[config.mk]
export PLATFORM = sky130hd
export DESIGN_NAME = spi_req_arbiter
export DESIGN_NICKNAME = d
export VERILOG_FILES = /design/src/rtl/spi_req_arbiter.sv
export SDC_FILE = /design/constraint.sdc
export NUM_CORES = 1
export LEC_CHECK = 0
export ABC_AREA = 1
export CAP_MARGIN = 40
export CORE_MARGIN = 1
export CORE_UTILIZATION = 35
export DETAILED_ROUTE_END_ITERATION = 16
export PLACE_DENSITY = 0.68
export SYNTH_ARGS = -nofsm -noshare
export SYNTH_HDL_FRONTEND = slang
export SYNTH_SLANG_ARGS = --single-unit
export TNS_END_PERCENT = 30
[constraint.sdc]
create_clock -name clk -period 2 [get_ports clk]
set_clock_uncertainty 0.1 [all_clocks]
set_input_delay 0.4 -clock clk [delete_from_list [all_inputs] [get_ports clk]]
set_output_delay 0.4 -clock clk [all_outputs]
set_load 0.02 [all_outputs]
[src/rtl/spi_req_arbiter.sv]
// Round-robin arbiter and transaction sequencer that shares one SPI byte engine among
// N_REQ requesters. One requester is granted at a time. The sequencer drives that
// requester's chip select, starts the engine, and waits for done or a watchdog abort.
// It then holds all chip selects high for an inter-transaction gap.
module spi_req_arbiter #(
    parameter int unsigned N_REQ      = 4,
    parameter int unsigned CS_SETUP   = 2,
    parameter int unsigned GAP_CYCLES = 2,
    parameter int unsigned TIMEOUT    = 64
) (
    input  logic                       clk,
    input  logic                       rst_n,
    input  logic [N_REQ-1:0]           req,
    input  logic [8*N_REQ-1:0]         req_data,
    output logic [N_REQ-1:0]           ack,
    output logic                       err,
    output logic [$clog2(N_REQ)-1:0]   err_id,
    output logic                       busy,
    output logic [N_REQ-1:0]           spi_cs_n,
    output logic                       spi_start,
    output logic [7:0]                 spi_data,
    input  logic                       spi_done
);

    localparam int unsigned IdW    = $clog2(N_REQ);
    localparam int unsigned CntMax = (CS_SETUP > GAP_CYCLES) ? CS_SETUP : GAP_CYCLES;
    localparam int unsigned CntW   = $clog2(CntMax + 1);
    localparam int unsigned TmoW   = $clog2(TIMEOUT + 1);

    localparam logic [CntW-1:0] SetupLast = CntW'(CS_SETUP - 1);
    localparam logic [CntW-1:0] GapLast   = CntW'(GAP_CYCLES - 1);
    localparam logic [TmoW-1:0] TmoLast   = TmoW'(TIMEOUT - 1);
    localparam logic [IdW-1:0]  LastId    = IdW'(N_REQ - 1);
    // One extra bit so rr_ptr + offset never overflows before the modulo fold.
    localparam logic [IdW:0]    NReqW     = (IdW + 1)'(N_REQ);

    typedef enum logic [1:0] {
        StIdle,
        StSetup,
        StWait,
        StGap
    } state_e;

    state_e           state_q, state_d;
    logic [IdW-1:0]   rr_ptr_q, rr_ptr_d;
    logic [IdW-1:0]   gnt_q, gnt_d;
    logic [CntW-1:0]  cnt_q, cnt_d;
    logic [TmoW-1:0]  tmo_q, tmo_d;
    logic [N_REQ-1:0] cs_n_q, cs_n_d;
    logic             start_q, start_d;
    logic [7:0]       data_q, data_d;
    logic [N_REQ-1:0] ack_q, ack_d;
    logic             err_q, err_d;
    logic [IdW-1:0]   err_id_q, err_id_d;

    logic             pick_found;
    logic [IdW-1:0]   pick_id;
    logic [IdW:0]     rr_sum;
    logic [7:0]       pick_data;
    logic [IdW-1:0]   next_ptr;

    // Round-robin pick: first set request bit at or above rr_ptr, wrapping to zero.
    always_comb begin
        pick_found = 1'b0;
        pick_id    = rr_ptr_q;
        rr_sum     = '0;
        for (int unsigned i = 0; i < N_REQ; i++) begin
            rr_sum = {1'b0, rr_ptr_q} + (IdW + 1)'(i);
            if (rr_sum >= NReqW) begin
                rr_sum = rr_sum - NReqW;
            end
            if (!pick_found && req[rr_sum[IdW-1:0]]) begin
                pick_found = 1'b1;
                pick_id    = rr_sum[IdW-1:0];
            end
        end
    end

    // Byte of the winning requester and the pointer value after the current grant.
    always_comb begin
        pick_data = req_data[{pick_id, 3'b000} +: 8];
        next_ptr  = (gnt_q == LastId) ? '0 : gnt_q + IdW'(1);
    end

    // Sequencer next-state logic; pulse outputs default low every cycle.
    always_comb begin
        state_d  = state_q;
        rr_ptr_d = rr_ptr_q;
        gnt_d    = gnt_q;
        cnt_d    = cnt_q;
        tmo_d    = tmo_q;
        cs_n_d   = cs_n_q;
        start_d  = 1'b0;
        data_d   = data_q;
        ack_d    = '0;
        err_d    = 1'b0;
        err_id_d = err_id_q;

        case (state_q)
            StIdle: begin
                if (pick_found) begin
                    gnt_d   = pick_id;
                    data_d  = pick_data;
                    cs_n_d  = ~(N_REQ'(1) << pick_id);
                    cnt_d   = '0;
                    state_d = StSetup;
                end
            end

            StSetup: begin
                if (cnt_q == SetupLast) begin
                    start_d = 1'b1;
                    tmo_d   = '0;
                    state_d = StWait;
                end else begin
                    cnt_d = cnt_q + CntW'(1);
                end
            end

            StWait: begin
                // Done is checked first so it wins a tie with the watchdog.
                if (spi_done) begin
                    cs_n_d   = '1;
                    ack_d    = N_REQ'(1) << gnt_q;
                    rr_ptr_d = next_ptr;
                    cnt_d    = '0;
                    state_d  = StGap;
                end else if (tmo_q == TmoLast) begin
                    cs_n_d   = '1;
                    err_d    = 1'b1;
                    err_id_d = gnt_q;
                    rr_ptr_d = next_ptr;
                    cnt_d    = '0;
                    state_d  = StGap;
                end else begin
                    tmo_d = tmo_q + TmoW'(1);
                end
            end

            StGap: begin
                if (cnt_q == GapLast) begin
                    state_d = StIdle;
                end else begin
                    cnt_d = cnt_q + CntW'(1);
                end
            end

            default: begin
                state_d = StIdle;
                cs_n_d  = '1;
            end
        endcase
    end

    // State and registered outputs; reset closes any open chip select at once.
    always_ff @(posedge clk or negedge rst_n) begin
        if (!rst_n) begin
            state_q  <= StIdle;
            rr_ptr_q <= '0;
            gnt_q    <= '0;
            cnt_q    <= '0;
            tmo_q    <= '0;
            cs_n_q   <= '1;
            start_q  <= 1'b0;
            data_q   <= '0;
            ack_q    <= '0;
            err_q    <= 1'b0;
            err_id_q <= '0;
        end else begin
            state_q  <= state_d;
            rr_ptr_q <= rr_ptr_d;
            gnt_q    <= gnt_d;
            cnt_q    <= cnt_d;
            tmo_q    <= tmo_d;
            cs_n_q   <= cs_n_d;
            start_q  <= start_d;
            data_q   <= data_d;
            ack_q    <= ack_d;
            err_q    <= err_d;
            err_id_q <= err_id_d;
        end
    end

    // Output wiring; busy follows the state register so reset clears it immediately.
    always_comb begin
        ack       = ack_q;
        err       = err_q;
        err_id    = err_id_q;
        busy      = (state_q != StIdle);
        spi_cs_n  = cs_n_q;
        spi_start = start_q;
        spi_data  = data_q;
    end

`ifndef SYNTHESIS
    // At most one slave may be selected.
    a_cs_onehot: assert property (@(posedge clk) disable iff (!rst_n)
        $countones(~spi_cs_n) <= 1);
    // Pulse outputs never stretch past one cycle.
    a_start_pulse: assert property (@(posedge clk) disable iff (!rst_n)
        spi_start |=> !spi_start);
    a_err_pulse: assert property (@(posedge clk) disable iff (!rst_n)
        err |=> !err);
    a_ack_pulse: assert property (@(posedge clk) disable iff (!rst_n)
        (|ack) |=> !(|ack));
`endif

endmodule

**Run 1: signal metal coverage by tile**

Drawn at 4 px/um. The die is cut into 17 by 17 equal tiles; dark purple is low, yellow is high, scaled to the fullest tile. Values are wire area over tile area, all layers added.
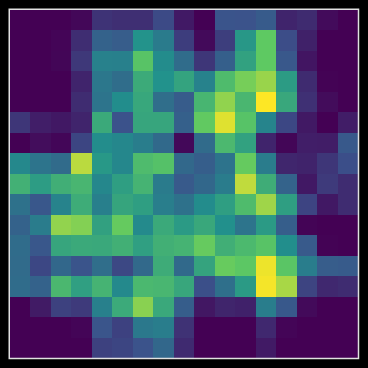
densest ninth of the die: centre
emptiest ninth of the die: north-west
tiles over half the peak: 29%
mean over tiles: 0.14
fullest tile: 0.42
total track usage: 0.184
Vias: 2,543
WL final: 6680 um

**Run 1: placed standard cells**

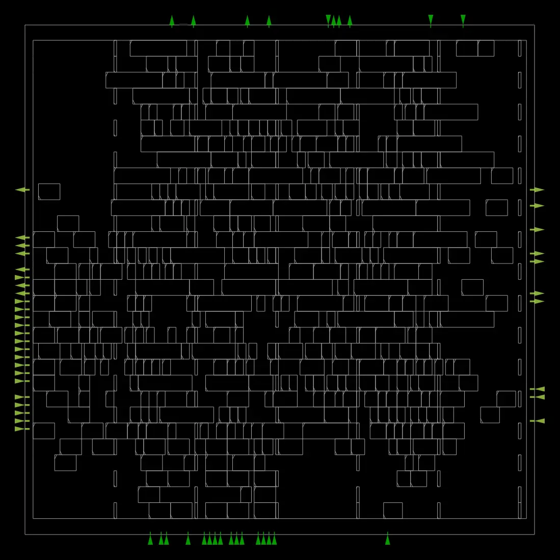
Seq area share: 0.233
Well Taps: 96
Core Box Area: 6870 um2
# fillers: 634
non-filler instance count after layout: 540

**Run 1: cell sizes after repair**

Drawn at 3 px/um.
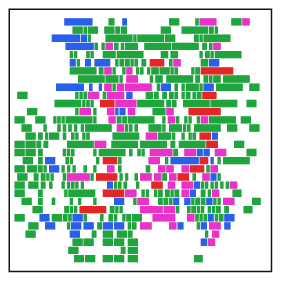
legend:
  drive 1 or less:
    colour: green
    cells: 328
    share: 74%
    most_used: nand2_1
  drive 2:
    colour: blue
    cells: 46
    share: 10%
    most_used: nand2_2
  drive 6 and up:
    colour: red
    cells: 15
    share: 3.4%
    most_used: clkbuf_8
  drive 3 to 4:
    colour: magenta
    cells: 55
    share: 12%
    most_used: buf_4

**Run 1: floorplan with the power grid**

Drawn at 6 px/um. Pins as bars on the die edge.
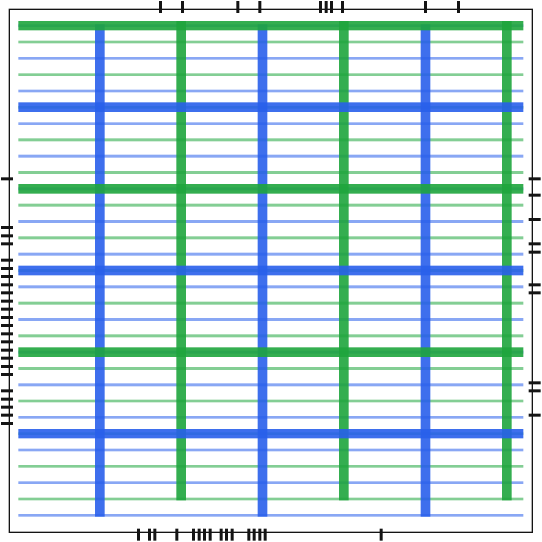
legend:
  VDD:
    colour: green
  VSS:
    colour: blue
signal pins: 60
met1 rails: 31
met5 straps: 6

==> flow_metrics.env, run 1 <==
# flow metrics
export IMPL_grt_pass1_vias=2465
export IMPL_setup_viol=10
export IMPL_violations="negative setup slack"
export IMPL_critPathMaxStageDelay_ns=0.45
export IMPL_critPathArrivalTime_ns=2.11
export IMPL_area_delta_synth_final_pct=50.0
export IMPL_clockBufferDepth=2
export IMPL_cts_root_buf="clkbuf_8"
export IMPL_fin_total_pwr_mw=6.38
export IMPL_status="complete, but fails checks"
export IMPL_register_area_um2=882
export IMPL_ys_flops=35
export IMPL_largest_reg_flops=8
export IMPL_synthDistinctLibCells=29
export IMPL_top_layer="met4"
export IMPL_fp_utilization=0.368
export IMPL_cts_tree="built"
export IMPL_yosys_cells=348
export IMPL_worst_slew_pin_transition_ns=0.446
export IMPL_nNonClkInverters=40
export IMPL_synth_top_flop_cell="dfrtp_1"
export IMPL_power_top_group="combinational cells"
export IMPL_clkLatencyLatePin_ns=0.29
export IMPL_cts_resized=18
export IMPL_dp_hpwl_um=4650
export IMPL_layout_top_cell="nand2_1"
export IMPL_layout_setup_ws_ns=-0.0235
export IMPL_grt_use_met3=0.0360
export IMPL_n_clock_buffer=6
export IMPL_switchingPower_mw=3.10
export IMPL_critPathCaptureType="register"
export IMPL_holdWs_ns=0.401
export IMPL_path_delay_family="simple AND/OR/NAND/NOR gates"
export IMPL_edf_count=0
export IMPL_r2r_cells=14
export IMPL_buffers=96
export IMPL_largest_class="combinational gates"
export IMPL_r2r_setup_slack_ns=-0.02
export IMPL_firstDrtPassIters=5
export IMPL_max_freq_ghz=0.494
export IMPL_crit_chain="buf_6 > nand2_2 > nand2_2 > nand2_2 > nand2_4 > nor2_4 > buf_6 > nand2_4 > nor2_4 > buf_4 > nor2_2 > buf_4 > nand2_1 > nand2_1"
export IMPL_cp_start_kind="register"
export IMPL_cp_common_cell="nand2_2"
export IMPL_mux_share=0
export IMPL_pg_clk_mw=0.760
export IMPL_warnings=34
export IMPL_synth_cell_area_um2=2520
export IMPL_dieHeight_um=86.9
export IMPL_p_comb_mw=4.47
**Run 1: layout detail**

Region (18, 36) to (68, 86) um. Cells in grey, sequential cells in the stronger grey; small squares are vias.
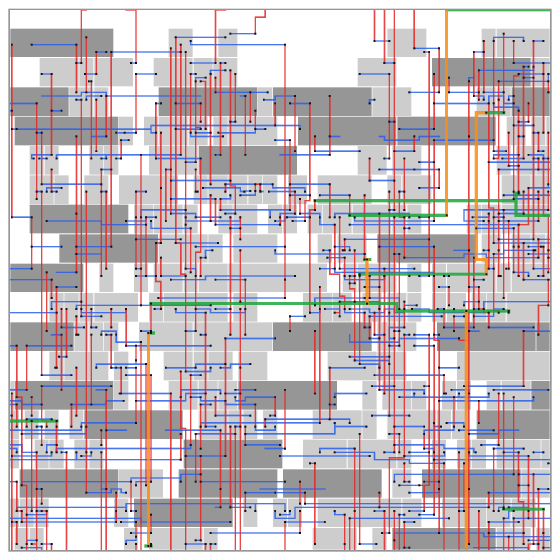

## Run 2: what changed since run 1
CORE_ASPECT_RATIO = 0.75   (was default)
**Run 2: layout detail**

Region (25, 26) to (75, 76) um. Cells in grey, sequential cells in the stronger grey; small squares are vias.
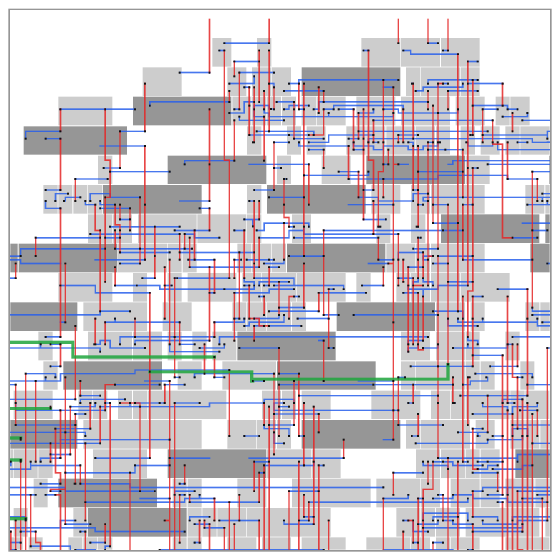
legend:
  met1:
    colour: blue
  met3:
    colour: green
  met2:
    colour: red
cells with their middle in the window: 180
most frequent: nand2_1 (31), inv_1 (23), dfrtp_1 (19)
netlist names of flops here include: `spi_data` (6), `tmo_q` (5), `cnt_q` (2)
sequential cells in the window: 20

**Run 2: cell sizes after repair**

Drawn at 3 px/um.
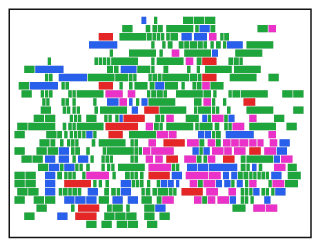
legend:
  drive 3 to 4:
    colour: magenta
    cells: 54
    share: 12%
    most_used: buf_4
  drive 6 and up:
    colour: red
    cells: 18
    share: 4.0%
    most_used: clkbuf_8
  drive 2:
    colour: blue
    cells: 65
    share: 15%
    most_used: nand3_2
  drive 1 or less:
    colour: green
    cells: 310
    share: 69%
    most_used: nand2_1
Area growth syn-to-layout: 55.2%
Final Instance Area: 3920 um2
Buffers excl. clock: 98
worst setup margin: -0.0750 ns

**Run 2: floorplan with the power grid**

Drawn at 4 px/um. Pins as bars on the die edge.
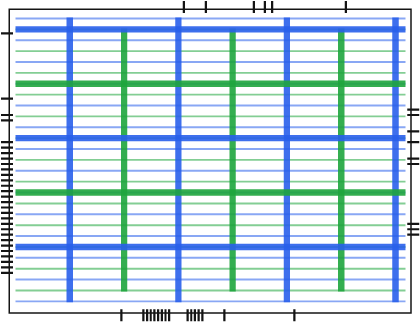
legend:
  VDD:
    colour: green
  VSS:
    colour: blue
met5 straps: 5
met1 rails: 27
met4 straps: 7
rows: 26

==> run 2 against run 1 <==
Against the previous run:
- the flow still finishes with violations (negative setup slack)
- area after synthesis unchanged
- utilization increased by 1.7 points
- design area increased by 3.5%
==> flow_metrics.env, run 2 <==
# flow metrics
export IMPL_status="complete, but fails checks"
export IMPL_violations="negative setup slack"
export IMPL_fp_utilization=0.366
export IMPL_track_usage=0.174
export IMPL_n_clock_buffer=6
export IMPL_cts_resized=7
export IMPL_edf_count=0
export IMPL_clockBufferDepth=2
export IMPL_critPathCaptureType="register"
export IMPL_yosys_cells=348
export IMPL_power_top_group="combinational cells"
export IMPL_cp_common_cell="nand2_1"
export IMPL_synth_top_flop_cell="dfrtp_1"
export IMPL_max_freq_ghz=0.482
export IMPL_grt_use_met3=0.0376
export IMPL_largest_reg_flops=8
export IMPL_top_layer="met4"
export IMPL_synth_cell_area_um2=2520
export IMPL_critPathArrivalTime_ns=2.15
export IMPL_pg_clk_mw=0.658
export IMPL_n_fill_cell=617
export IMPL_setup_viol=8
export IMPL_finalWirelength_um=6750
export IMPL_layout_setup_ws_ns=-0.0750
